registers.png
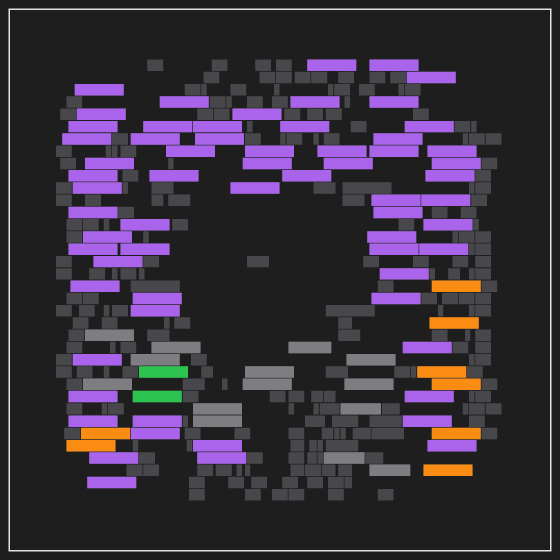
gate_families.png
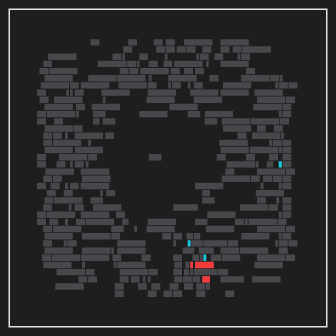
met1.png
Supply wires on this layer in gray.
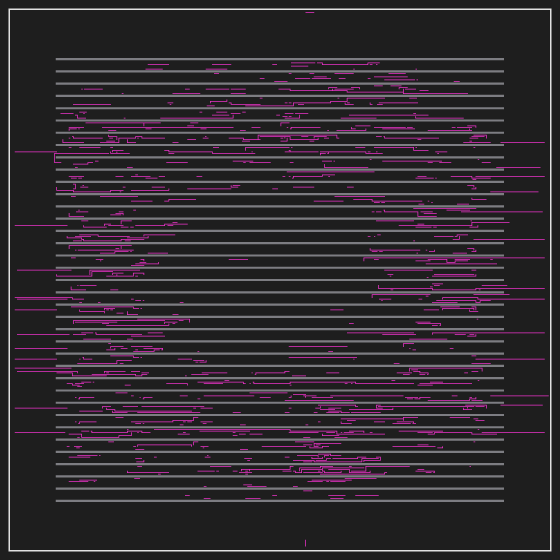
**config.mk**
```make
export PLATFORM = sky130hd
export DESIGN_NAME = wb_stage_pipe_buffer
export DESIGN_NICKNAME = d
export VERILOG_FILES = /design/src/rtl/wb_stage_pipe_buffer.sv
export SDC_FILE = /design/constraint.sdc
export NUM_CORES = 1
export LEC_CHECK = 0
export CORE_MARGIN = 10
export CORE_UTILIZATION = 35
export DETAILED_ROUTE_END_ITERATION = 12
export GPL_ROUTABILITY_DRIVEN = 0
export PLACE_DENSITY = 0.72
export SYNTH_ARGS = -nofsm -noshare
export SYNTH_HDL_FRONTEND = slang
export SYNTH_SLANG_ARGS = --single-unit
```
**constraint.sdc**
```tcl
create_clock -name clk -period 2.85 [get_ports clk]
set_input_delay 0.57 -clock clk [delete_from_list [all_inputs] [get_ports clk]]
set_output_delay 0.57 -clock clk [all_outputs]
set_load 0.01 [all_outputs]
```
**src/rtl/wb_stage_pipe_buffer.sv**
```systemverilog
// wb_stage_pipe_buffer: DEPTH-entry elastic MEM->WB pipeline buffer with valid/ready handshake and flush.
// Define WBB_FWD_EN to add the register forwarding port (fwd_rs/fwd_hit/fwd_data).
module wb_stage_pipe_buffer #(
    parameter int DATA_W = 32,
    parameter int REG_W  = 4,
    parameter int FLAG_W = 4,
    parameter int DEPTH  = 2
) (
    input  logic                       clk,
    input  logic                       reset,
    input  logic                       in_valid,
    output logic                       in_ready,
    input  logic [DATA_W-1:0]          in_data,
    input  logic [REG_W-1:0]           in_rd,
    input  logic                       in_link,
    input  logic                       in_wb_en,
    input  logic [FLAG_W-1:0]          in_flags,
    input  logic                       flush,
    output logic                       out_valid,
    input  logic                       out_ready,
    output logic [DATA_W-1:0]          out_data,
    output logic [REG_W-1:0]           out_rd,
    output logic                       out_link,
    output logic                       out_wb_en,
    output logic [FLAG_W-1:0]          out_flags,
    output logic [$clog2(DEPTH+1)-1:0] occ
`ifdef WBB_FWD_EN
    ,
    input  logic [REG_W-1:0]           fwd_rs,
    output logic                       fwd_hit,
    output logic [DATA_W-1:0]          fwd_data
`endif
);
    localparam int AW = $clog2(DEPTH);
    localparam int OW = $clog2(DEPTH+1);
    logic [DATA_W-1:0] data_q  [DEPTH];
    logic [REG_W-1:0]  rd_q    [DEPTH];
    logic              link_q  [DEPTH];
    logic              wb_q    [DEPTH];
    logic [FLAG_W-1:0] flags_q [DEPTH];
    logic [AW-1:0]     rd_ptr, wr_ptr;
    logic              push, pop;
    assign in_ready  = occ != OW'(DEPTH);
    assign out_valid = occ != '0;
    assign push      = in_valid & in_ready & ~flush;
    assign pop       = out_valid & out_ready & ~flush;
    always_ff @(posedge clk or negedge reset) begin
        if (!reset) begin
            occ    <= '0;
            rd_ptr <= '0;
            wr_ptr <= '0;
        end else if (flush) begin
            occ    <= '0;
            rd_ptr <= wr_ptr;
        end else begin
            if (push) wr_ptr <= wr_ptr + 1'b1;
            if (pop) rd_ptr <= rd_ptr + 1'b1;
            occ <= occ + OW'(push) - OW'(pop);
        end
    end
    // Slot payload needs no reset: outputs are masked whenever the buffer is empty.
    always_ff @(posedge clk) begin
        if (push) begin
            data_q[wr_ptr]  <= in_data;
            rd_q[wr_ptr]    <= in_rd;
            link_q[wr_ptr]  <= in_link;
            wb_q[wr_ptr]    <= in_wb_en;
            flags_q[wr_ptr] <= in_flags;
        end
    end
    assign out_data  = out_valid ? data_q[rd_ptr]  : '0;
    assign out_rd    = out_valid ? rd_q[rd_ptr]    : '0;
    assign out_link  = out_valid ? link_q[rd_ptr]  : 1'b0;
    assign out_wb_en = out_valid ? wb_q[rd_ptr]    : 1'b0;
    assign out_flags = out_valid ? flags_q[rd_ptr] : '0;
`ifdef WBB_FWD_EN
    // Walk oldest to youngest so the last match wins.
    always_comb begin
        fwd_hit  = 1'b0;
        fwd_data = '0;
        for (int i = 0; i < DEPTH; i++) begin
            if (i < int'(occ) && wb_q[rd_ptr + AW'(i)] && rd_q[rd_ptr + AW'(i)] == fwd_rs) begin
                fwd_hit  = 1'b1;
                fwd_data = data_q[rd_ptr + AW'(i)];
            end
        end
    end
`endif
endmodule

```
==> notes.md <==
fresh numbers from the pnr run: Basic Gates by Area 6.76%, placed inst area 4540 µm², aoi share less than 1%, Synth top cell by count edfxtp_1, Top area cell types edfxtp_1 73%, mux2i_1 12%, nor2_1 5.0%, core area roughly 9700 µm², kind of critical path register to output port, max cap viols 0, Fin Hold WS between 0.4 and 0.5 ns, FP Rows 36, total die size 14300 µm², logic area 743 µm², I/O Buffers 92, M3 GR Usage 4.55%, Antenna diodes 0, htree depth 3, CTS sink cnt 88, Num CTS Buffers 9, first-pass GRT wire length 10900 µm, GR Util All Layers 9.65%, clock group share of total power between 20% and 30%, total power per unit cell area 790 nW/µm², Placement Setup Slack 0.395 ns, Synth Instances 202, max-slew violations 0, Startpoint Class register, final-report hold violation count 0, clk pwr roughly 1.0 mW, WP data arrival ~2.1 ns, Setup Skew 0.00778 ns, number of enable flip-flop cells ~84, # Cells Yosys between 200 and 250, drt first pass iters 4, outcome finished clean, commonest cells in the synthesized netlist 84 x edfxtp_1, 46 x nor2_1, 42 x mux2i_1, Iteration-0 DRC Markers 94, Worst Setup SP occ[1]$_DFF_PN0_, final number of setup-violating endpoints 0, register share after synthesis 75.4%, Top Layer Used met4, unrepaired setup endpoints after global routing false, ys async rst share between 4 and 5%
## Picture notes: registers.png
legend:
  `data_q`:
    color: purple
    sequential_cells: 64
  `rd_q`:
    color: orange
    sequential_cells: 8
  `link_q`:
    color: green
    sequential_cells: 2
not colored: 14
post-layout util: 49.0%
FF+latch area: 2620 µm²
Seq group: 1.64 mW
flop share of the area: 55.0%

## Picture notes: gate_families.png
legend:
  inverters:
    color: cyan
    cells: 3
  NAND gates:
    color: red
    cells: 3
Non-Filler Instances: 439
Comb area share: 15.6%
most frequent logic cell in the layout: clkdlybuf4s50_1

## Picture notes: met1.png
share of all routed wire: 43%
wire length on this layer: 2980 µm
longest straight run: 40.0 µm
DRT Wirelength: 6960 µm
via count: 1904

[layout make-up]
cell class	instances	area share, %
multi-input cells	102	15.6
inverters	3	0.236
repair buffers	98	20.8
well taps	133	3.49
clock inverters	5	2.23
clock buffers	10	2.68
flip-flops and latches	88	55.0
[state kept, by name, indices dropped and copies added, names as in the netlist]
signal and flops:
flags_q 8, link_q 2, wb_q 2, rd_q 8
data_q 64, rd_ptr 1, wr_ptr 1, occ 2
[worst max-delay path, cell delays in order (launching register included)]
cell	delay, ns
dfrtp_1	0.49
nor2_4	0.39
buf_4	0.29
nor2_1	0.08
clkdlybuf4s50_1	0.50
Power and IR drop assume default switching activity.
